==> config.mk <==
export PLATFORM = sky130hd
export DESIGN_NAME = gfau_seq
export DESIGN_NICKNAME = d
export VERILOG_FILES = /design/src/rtl/gfau_seq.sv
export SDC_FILE = /design/constraint.sdc
export NUM_CORES = 1
export LEC_CHECK = 0
export ABC_AREA = 0
export CORE_MARGIN = 4
export CORE_UTILIZATION = 55
export DETAILED_ROUTE_END_ITERATION = 6
export PLACE_DENSITY = 0.81
export SLEW_MARGIN = 20
export SYNTH_ARGS = -nofsm -noshare
export SYNTH_HDL_FRONTEND = slang
export SYNTH_SLANG_ARGS = --single-unit
==> constraint.sdc <==
create_clock -name i_clk -period 3.89 [get_ports i_clk]
set_input_delay 0.389 -clock i_clk [delete_from_list [all_inputs] [get_ports i_clk]]
set_output_delay 0.389 -clock i_clk [all_outputs]
set_load 0.02 [all_outputs]
run_1/registers.png
Other sequential cells in the stronger gray, the rest of the logic in the fainter gray.
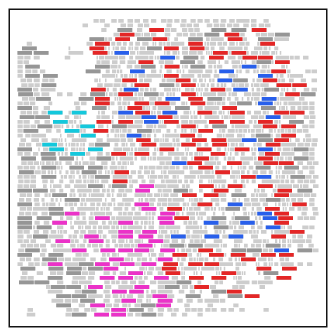
signal	color	placed flops
`rf_q`	red	128
`in_1`	blue	32
`ib_q`	magenta	48
`cnt_q`	cyan	10
share of cell area taken by flip-flops and latches: 38.6%
register area: 8660 um^2

run_1/metal_stack.png
The bar under the picture is 50 um long.
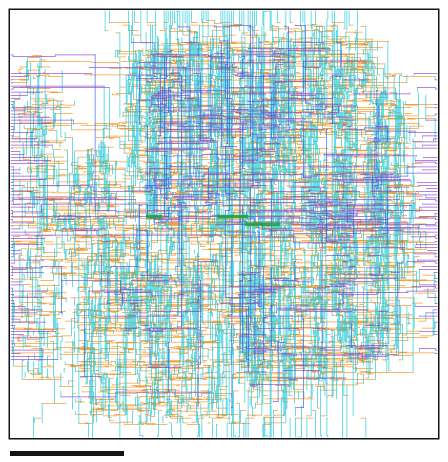
layer	color	wire length
met3	purple	6800 um
met2	cyan	26.3 mm
met4	blue	2700 um
met5	green	31.3 um
met1	orange	21.2 mm
routed wire length: 57000 um
DR WL/cell: 25.5 um
aggregate global-route resource usage: 31.6%
overall via count from detail_route: 15100

run_1/clock_map.png
The bar under the picture is 50 um long.
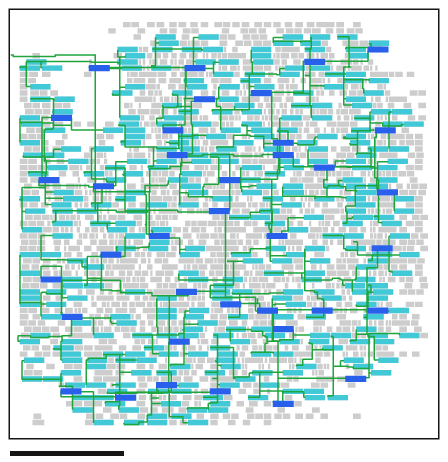
[cells driving clock nets] blue | count: 37
[clock wires] green | length: 4200 um
[flip-flops] cyan | count: 346
flops lie	widely spread
routed clock nets	38
power consumed by the clock network: 3.73 mW
clk ins delay skew pair: 530 ps

==> run summary, run 1 <==
Implementation summary

The buffers inserted during post-CTS setup optimization is 0. The worst min-delay path category is in2reg. For the pin with the worst max-slew slack, the measured transition is 1190 ps.

Per the timing report, the achievable frequency comes out to 0.265 GHz. Walking the worst path, the cells encountered are or4b_1, o211ai_1, a22oi_1, buf_4, or4_1, o221ai_1, o22ai_4, buf_4, nor2_4, buf_12, mux2i_1, o211ai_1. The startpoint kind of the worst setup timing path is a flip-flop. The layout has 332 buffers outside the clock class. The number of cells on the worst hold path is listed as 3. The final timing report counts setup violations totalling 0. For this design the top-level I/O count stands at 255. Leaving out fill and tap cells, the most frequent cells in the layout are sky130_fd_sc_hd__dfrtp_1 (346), sky130_fd_sc_hd__clkdlybuf4s50_1 (251), sky130_fd_sc_hd__nand2_1 (178), sky130_fd_sc_hd__mux2_2 (118), sky130_fd_sc_hd__a22oi_1 (97). The final worst setup slack is 118 ps. The slowest stage of the critical path belongs to the cell sky130_fd_sc_hd__or4b_1. The top cell type by total area after synthesis is sky130_fd_sc_hd__dfrtp_1. The synth_stat.txt file lists the number of cells as 1552. The overall die width is 187 um. The synthesized netlist devotes 0.212% of its cell area to adder and majority cells. Among all cell classes, the greatest summed area belongs to registers.

The checks that failed: design-rule violations. The H-tree depth is 2. Data arrives at the worst endpoint at 4170 ps. The portion of the layout cell area used by non-clock buffers is 14.7%. The time the worst path needs with I/O delays and setup is 3770 ps. After clock tree synthesis, the clock-pin slew on the worst setup and hold paths is 60 ps. The flow ran to the end, but the final reports show violations. After floorplanning, the die was sized to cover 35100 um^2.

The most common cell after layout, fill and taps aside is sky130_fd_sc_hd__dfrtp_1. The worst setup path is captured at a flip-flop. In this run the layout overhead on the synthesized area is reported as 26.8%. The number of remaining DRC errors is 6. The net total in the final layout is 1927. The vertical die dimension is 187 um. The average cell area after synthesis is 11.4 um^2.
## run 1: synthesized netlist by cell type (2+ instances only)
master                     count
sky130_fd_sc_hd__o21ai_1       3
sky130_fd_sc_hd__nand4b_1      2
sky130_fd_sc_hd__o211ai_2     30
sky130_fd_sc_hd__buf_4         5
sky130_fd_sc_hd__nand2b_1     12
sky130_fd_sc_hd__a211oi_1     10
sky130_fd_sc_hd__and4_1        3
sky130_fd_sc_hd__nor2b_1       8
sky130_fd_sc_hd__and3_1        2
sky130_fd_sc_hd__buf_6         7
sky130_fd_sc_hd__a22o_1       32
sky130_fd_sc_hd__mux4_2       36
sky130_fd_sc_hd__nand2_1     178
sky130_fd_sc_hd__a221o_1      33
sky130_fd_sc_hd__mux2i_1      61
sky130_fd_sc_hd__buf_2        11
sky130_fd_sc_hd__nor3b_1       4
sky130_fd_sc_hd__inv_1        52
sky130_fd_sc_hd__nand3_1      10
sky130_fd_sc_hd__o21bai_1     32
sky130_fd_sc_hd__and2_1        2
sky130_fd_sc_hd__clkbuf_1     89
sky130_fd_sc_hd__nor2_1       27
sky130_fd_sc_hd__mux2_2      118
sky130_fd_sc_hd__ha_1          3
sky130_fd_sc_hd__or4_1         2
sky130_fd_sc_hd__nor3_1       74
sky130_fd_sc_hd__o221ai_1      2
sky130_fd_sc_hd__nor2_2        2
sky130_fd_sc_hd__o311ai_0      2
sky130_fd_sc_hd__o211ai_1     43
sky130_fd_sc_hd__a22oi_1      97
sky130_fd_sc_hd__a21o_1       33
sky130_fd_sc_hd__dfrtp_1     346
sky130_fd_sc_hd__o21ai_0      47
sky130_fd_sc_hd__or4b_1        2
sky130_fd_sc_hd__mux2_4       30
sky130_fd_sc_hd__or3_1         6
sky130_fd_sc_hd__buf_1         8
sky130_fd_sc_hd__xor2_1        5
sky130_fd_sc_hd__xnor2_1       2
sky130_fd_sc_hd__a21oi_1      46
sky130_fd_sc_hd__nor4b_1       2
sky130_fd_sc_hd__nand4_1       4
## run 1: where the power goes
part | internal [mW] | switching, mW | leakage [nW]
combinational | 5.77 | 7.24 | 5.02
sequential | 5.32 | 1.17 | 4.30
clock | 2.28 | 1.45 | 0.637
total | 13.4 | 9.86 | 9.95
## run 1: metrics by stage
stage	TNS [ps]	hold slack [ps]	cells	total power, mW
6_report	0	456	2234	23.2
5_1_grt	-7.51	470	2234	24.3
4_1_cts	0	444	2232	22.9
3_5_place_dp	-1120	466	2163	19.1
3_3_place_gp	-3.70	457	2163	18.7
2_1_floorplan	0	93.4	1552	14.6
## run 1: worst max-delay path: cells and delay by family (launching register included)
kind                   cells  cell delay, ps
AOI/OAI and AO/OA          5             900
DFF                        1             470
and+or+nand+nor            3            1270
buffers and inverters      3             700
muxes                      1             300
## run 1: layer usage
| metal | wire length [um] | global-route usage [%] | up-vias |
|---|---|---|---|
| met5 | 31 | 0 | - |
| met4 | 2700 | 15.2 | 6 |
| met3 | 6800 | 9.72 | 236 |
| met2 | 26300 | 49.6 | 1149 |
| met1 | 21200 | 40.2 | 7382 |
| li1 | - | - | 6290 |
## run 1: timing repair
action	CTS	global route
hold buffers	1	0
endpoints found under the setup margin	0	7
endpoints found under the hold margin	95	0
gates resized	0	3
run_1/final_clocks.png
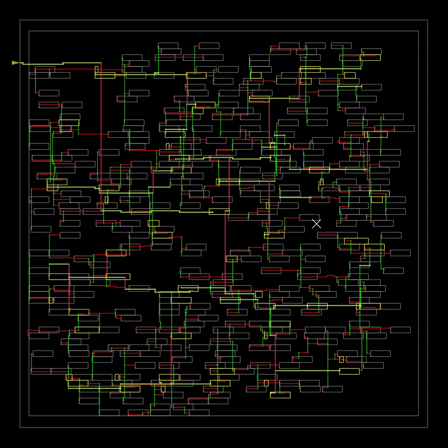

==> run 2, diff against run 1 <==
--- a/config.mk
+++ b/config.mk
@@ -7,9 +7,10 @@
 export LEC_CHECK = 0
 export ABC_AREA = 0
 export CORE_MARGIN = 4
-export CORE_UTILIZATION = 55
+export CORE_UTILIZATION = 60
 export DETAILED_ROUTE_END_ITERATION = 6
-export PLACE_DENSITY = 0.81
+export DONT_BUFFER_PORTS = 1
+export PLACE_DENSITY = 0.76
 export SLEW_MARGIN = 20
 export SYNTH_ARGS = -nofsm -noshare
 export SYNTH_HDL_FRONTEND = slang
run_2/final_clocks.png
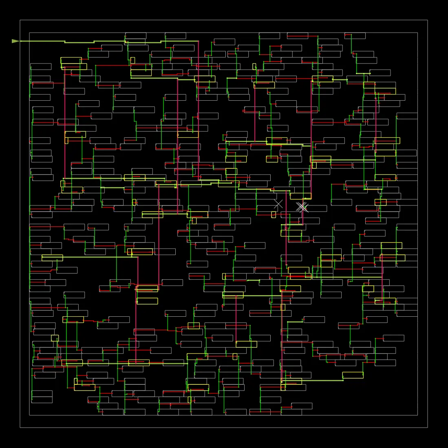
total number of sequential cells: 346
layout clock buffer count: 54
Sinks on Clock Net: 346

==> run summary, run 2 <==
Implementation summary

The library cell with the highest instance count after synthesis was sky130_fd_sc_hd__dfrtp_1 (unchanged). The clock power share is 17.2% (was 16.0%). The clock transition at the register clock pins on the worst setup and hold paths after CTS came to 60 ps (about the same). The average cell area after synthesis is 11.4 um^2 (unchanged). The max-slew violation count is 80 (was 0). Violated checks: design-rule violations, negative hold slack, max-slew violations (was design-rule violations). The area fraction in full adders, half adders and majority gates came to 0.212% (unchanged). The worst min-delay path category is in2async (was in2reg).

The tightest hold margin is -417 ps (was 456 ps). The number of remaining DRC errors came to 6 (unchanged). The achievable clock frequency is 0.265 GHz (about the same).

The layer with the highest usage after global routing was met2 (unchanged). The startpoint kind of the worst setup timing path is a flip-flop (unchanged). The most common cell after layout, fill and taps aside is sky130_fd_sc_hd__dfrtp_1 (unchanged). The number of failing hold endpoints at the final stage is 346 (was 0).

The H-tree depth was 2 (unchanged). The aggregate global-route resource usage is 32.8% (was 31.6%). The layout overhead on the synthesized area is 11.2% (was 26.8%). The number of hold-repair buffers added at the cts stage is 3 (was 1).

Status: complete, but fails checks (unchanged). The met2 track demand over resource in global routing is 51.5% (was 49.6%). The met3 usage in global routing is 12.1% (was 9.72%). The relative contribution of combinational cells to total power came to 49.5% (was 56.0%). The final tally of setup violations is 0 (unchanged). The count of boundary I/O pins came to 255 (unchanged).
run_2/registers.png
Other sequential cells in the stronger gray, the rest of the logic in the fainter gray.
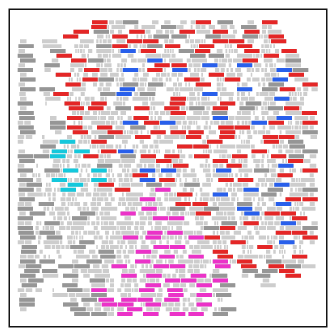
signal	color	placed flops
`rf_q`	red	128
`cnt_q`	cyan	10
`ib_q`	magenta	48
`in_1`	blue	32
not colored	128
sequential-cell power consumption: 7.18 mW
share of cell area taken by flip-flops and latches: 44.0%
Final Util: 68.1%

[run 2: power by group through the flow]
| stage | clock network (mW) | registers, mW | logic (mW) |
|---|---|---|---|
| after floorplan | 0 | 6.66 | 7.91 |
| after global placement | 0 | 7.11 | 9.96 |
| after detailed placement | 0 | 7.18 | 10.3 |
| after CTS | 3.74 | 7.15 | 10.3 |
| after global routing | 3.91 | 7.35 | 11.3 |
| final | 3.70 | 7.18 | 10.6 |
[run 2: timing repair]
item,4_1_cts,5_1_grt
resized,0,4
hold endpoints to repair,349,346
buffers inserted,0,0
endpoints found under the setup margin,0,22
[run 2: logic make-up (layout without fill, tap and decap cells)]
logic type,after synthesis,in the layout
xor gates and xnor gates,8,8
buffers and inverters,172,181
AOI/OAI and AO/OA,428,429
other,0,1
and+or+nand+nor,350,350
adders and majority gates,3,3
muxes,245,245
DFF,346,346
[run 2: cell type report]
type	instances	area, um^2
diodes	1	2.50
clock buffers	54	1140
clock inverters	13	144
fillers	2113	9200
inverters	52	195
multi-input cells	1035	8480
flip-flops and latches	346	8660
well taps	384	480
repair buffers	62	556
[run 2: layer usage]
metal | vias up | part of all wire, % | wire [um]
met5 | - | 0.024 | 13
met2 | 924 | 46 | 25000
li1 | 5757 | - | -
met4 | 2 | 3.7 | 2030
met3 | 152 | 12 | 6740
met1 | 6941 | 38 | 20800
[run 2: critical path, stage by stage, from the launching register on]
cell and delay, ps:
sky130_fd_sc_hd__dfrtp_1 470, sky130_fd_sc_hd__or4b_1 630, sky130_fd_sc_hd__o2111a_1 290, sky130_fd_sc_hd__nand3_1 240, sky130_fd_sc_hd__nand2_1 250, sky130_fd_sc_hd__mux2i_1 390, sky130_fd_sc_hd__o32a_2 790, sky130_fd_sc_hd__a21oi_1 190
sky130_fd_sc_hd__nor3_1 290, sky130_fd_sc_hd__a221o_1 160
[run 2: through the flow]
step,instances,setup slack [ps],cell area [um^2]
floorplan,1552,313,17700
detailed placement,1874,117,18300
CTS,1944,101,19600
global placement,1874,276,18300
finish,1947,110,19700
global route,1946,5.41,19700
Power is estimated from default activity; no workload was simulated.
